Fig. 1: metal 3
The bar under the picture is 50 microns long.
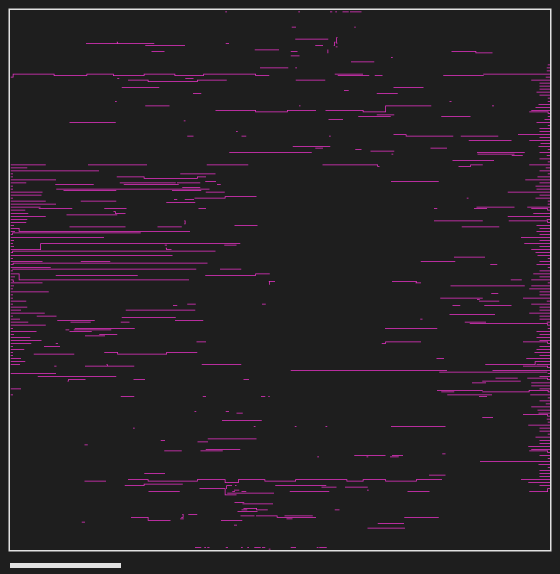
Fig. 2: cell classes on the final placement
Fill, decap, tap and diode cells in grey.
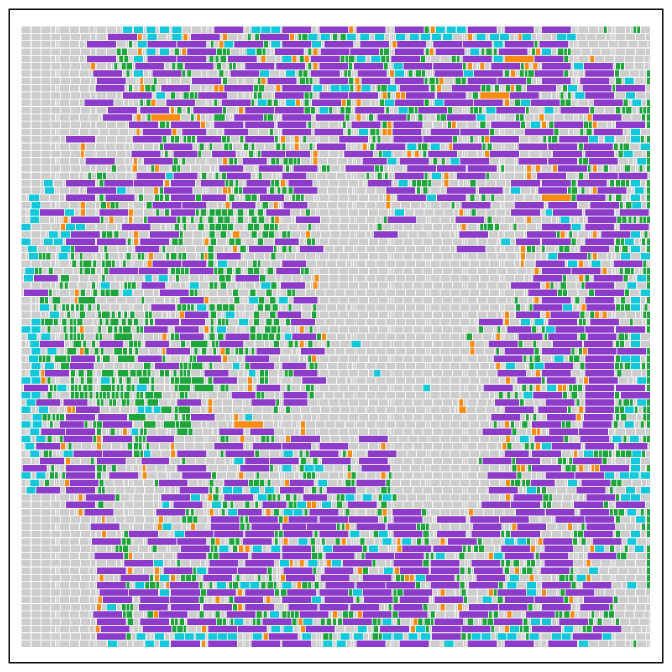
Fig. 3: signal wires on met1
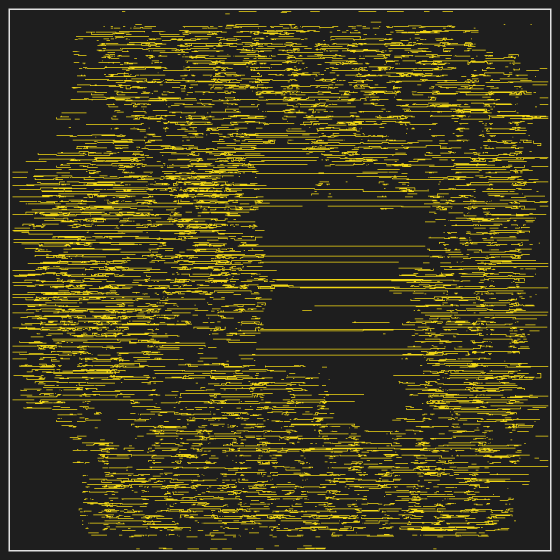
Fig. 4: wire density map
The bar under the picture is 50 microns long. The die is cut into 24 by 24 equal tiles; dark blue is low, red is high, scaled to the fullest tile. Values are wire area over tile area, all layers added.
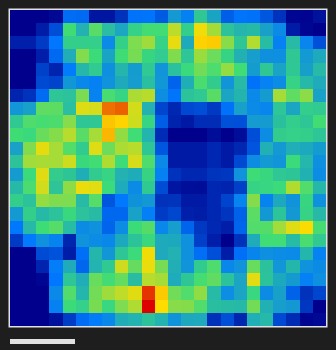
Design stream_to_axi_w, sky130hd; sources not shown.
==> run notes <==
This memo summarizes the results of the implementation run.

Yosys
The fraction of registers with async set/reset is 19.1%. The adder and majority gate portion of the synthesized area is 0.524%. The post-synth design cell area is 25300 sq um.

Per the synthesis report, the single largest cell type by area occupies 60.7% of cell area. The average size of a mapped cell is 12.5 sq um. The number of storage elements in the synthesis netlist is 633. By area the synthesized netlist is led by sky130_fd_sc_hd__edfxtp_1 (61%), sky130_fd_sc_hd__dfrtp_1 (12%), sky130_fd_sc_hd__o21ai_0 (5.8%). The synthesized netlist devotes 0.415% of its cell area to XOR and XNOR gates. The Yosys step of the flow raised 0 warnings. The area fraction in and, or, nand and nor cells is 10.0%. Among all flip-flop cells after synthesis, the most frequent one is sky130_fd_sc_hd__edfxtp_1. The top logic cell family in the synthesized netlist is AND-OR/OR-AND gates. The area fraction in mux cells is 0%. The sequential area share after synthesis is 72.7%.

The cell total in the yosys stat output is 2026. Synthesis instantiated 33 different standard cells from the library.

Critical path
The critical path is of the reg -> out type. For the worst setup path, the data required time is 11220 ps. The buffer-and-inverter tally for the worst setup path is 5. The most common cell type on the critical path is sky130_fd_sc_hd__buf_4. STA shows the worst reg2reg path with a cell count of 9.

STA classifies the critical path startpoint as a flip-flop. The delay contributed by the slowest stage of the critical path is 930 ps. STA lists the maximum fanout along the critical path as 67.

Global route
The number of global-route vias before repair is 17200. Entering global routing, the biggest net connects 171 pins. The first global-routing pass estimated 100000 microns of wire.

The overall overflow remaining after global route is 0. The initial antenna violation count came to 4.

Finish
The final antenna diode count is 4. The library cells used most frequently in the layout, excluding fill and tap cells, are sky130_fd_sc_hd__edfxtp_1 (512), sky130_fd_sc_hd__clkdlybuf4s50_1 (328), sky130_fd_sc_hd__o21ai_0 (294). The number of non-clock inverters in the layout is 101. Non-clock buffers in the final layout number 345. The area of all sequential standard cells is 18400 sq um. The most area-hungry cell class in the final design is registers. Cells with a size suffix above 1 make up 12.1% of the layout. The final instance count without filler cells is 3237. In the final layout, multi-input gates take up 18.8% of the cell area.

The number of multi-input combinational cells in the layout is 1167. The layout has 4503 filler cells.

Outcome
The run finished with clean final reports.

Pwr
Power attributed to the clock group is 1.37 mW. The power consumption is 6.42 mW. Summed over all nets, the switching power comes to 2.67 mW. The clock group share of total power is 21.4%.

The largest share of the power goes to combinational logic. Of the total power, the share spent switching nets is 41.5%. The part of the total power dissipated in sequential elements is 37.3%. The power consumed by sequential cells is 2.40 mW.

Final timing
The transition time recorded at the tightest slew-check pin is 1050 ps. The hold violation count in the final report is 0. The smallest clock period supported by the final layout is computed as 7420 ps.

After layout, the setup clock skew is reported as 64.6 ps. The final max-slew violation count recorded for this run is 0.

Floorplanning
In the floorplan report the effective utilization is 46.8%. The y dimension of the die is 243 microns. The overall die area is 58900 sq um. Tap insertion was completed with 696 tapcells.

Clock tree
The post-CTS setup buffer count is 0. TritonCTS built the clock tree. The number of buffers created by CTS is 163.

The clock latency of the later-clocked register in the worst-skew pair is 1300 ps. The H-tree was split into 4 levels.

Placed design
The estimated wirelength of the detail-placed design is 40400 microns. At the placement stage, the worst setup path has a slack of 7080 ps. The routability-driven placement congestion ratio is 0.868. The count of buffers inserted at the top-level ports is 329.

The cell count after placement is 2942.

Drt
The routed layout reports a DRC error count of 0. The mean number of vias per cell is 5.36. In this run the remaining antenna-violating nets after routing total 0.

Run
The reported max-cap violation count is 0. The logs give a warning total of 35.
Notes on Fig. 1 above:
longest straight run: 91.1 microns
nets with wire on the layer: 337
share of all routed wire: 7.5%
vias: 17400
total wire length after detailed routing: 66000 microns
GRT met3 Usage: 6.89%

Notes on Fig. 2 above:
[other buffers and delay cells] cyan | cells: 345
[clock drivers and dummy loads] orange | cells: 291
[flip-flops] purple | cells: 633
[all other logic] green | cells: 1268
Core Box Area: 54100 sq um
post-layout utilization of the core: 56.1%
number of rows in the core area: 85
post-route cell area: 30400 sq um
sequential portion of the cell area: 60.6%

Notes on Fig. 3 above:
nets with wire on the layer: 2330
share of all routed wire: 41%
main direction: horizontal
met1 track demand over resource: 27.9%

Notes on Fig. 4 above:
mean over tiles: 0.18
fullest tile: 0.52
nearly empty tiles: 6.9%
tiles over half the peak: 23%
densest ninth of the die: west
total global routing track utilization: 21.9%
routed wirelength normalized by instance count: 20.4 microns

-- layer usage --
metal / part of all wire, % / vias to the layer above / track usage (%)
li1: - / 8063 / -
met1: 41 / 8510 / 27.9
met2: 48 / 656 / 35.6
met3: 7.5 / 122 / 6.89
met4: 3.0 / 0 / 8.11
met5: 0 / - / 0
-- worst reg2reg max path, stage by stage (launching register included) --
cell and delay [ps]:
sky130_fd_sc_hd__dfrtp_4 930, sky130_fd_sc_hd__buf_4 720, sky130_fd_sc_hd__inv_4 560, sky130_fd_sc_hd__buf_4 520, sky130_fd_sc_hd__ha_1 460, sky130_fd_sc_hd__nand4_1 140
sky130_fd_sc_hd__inv_1 80, sky130_fd_sc_hd__nor2_1 210, sky130_fd_sc_hd__nand2_1 90, sky130_fd_sc_hd__nand2_1 80
No activity file was given, so power comes from the tool's default toggle rates.
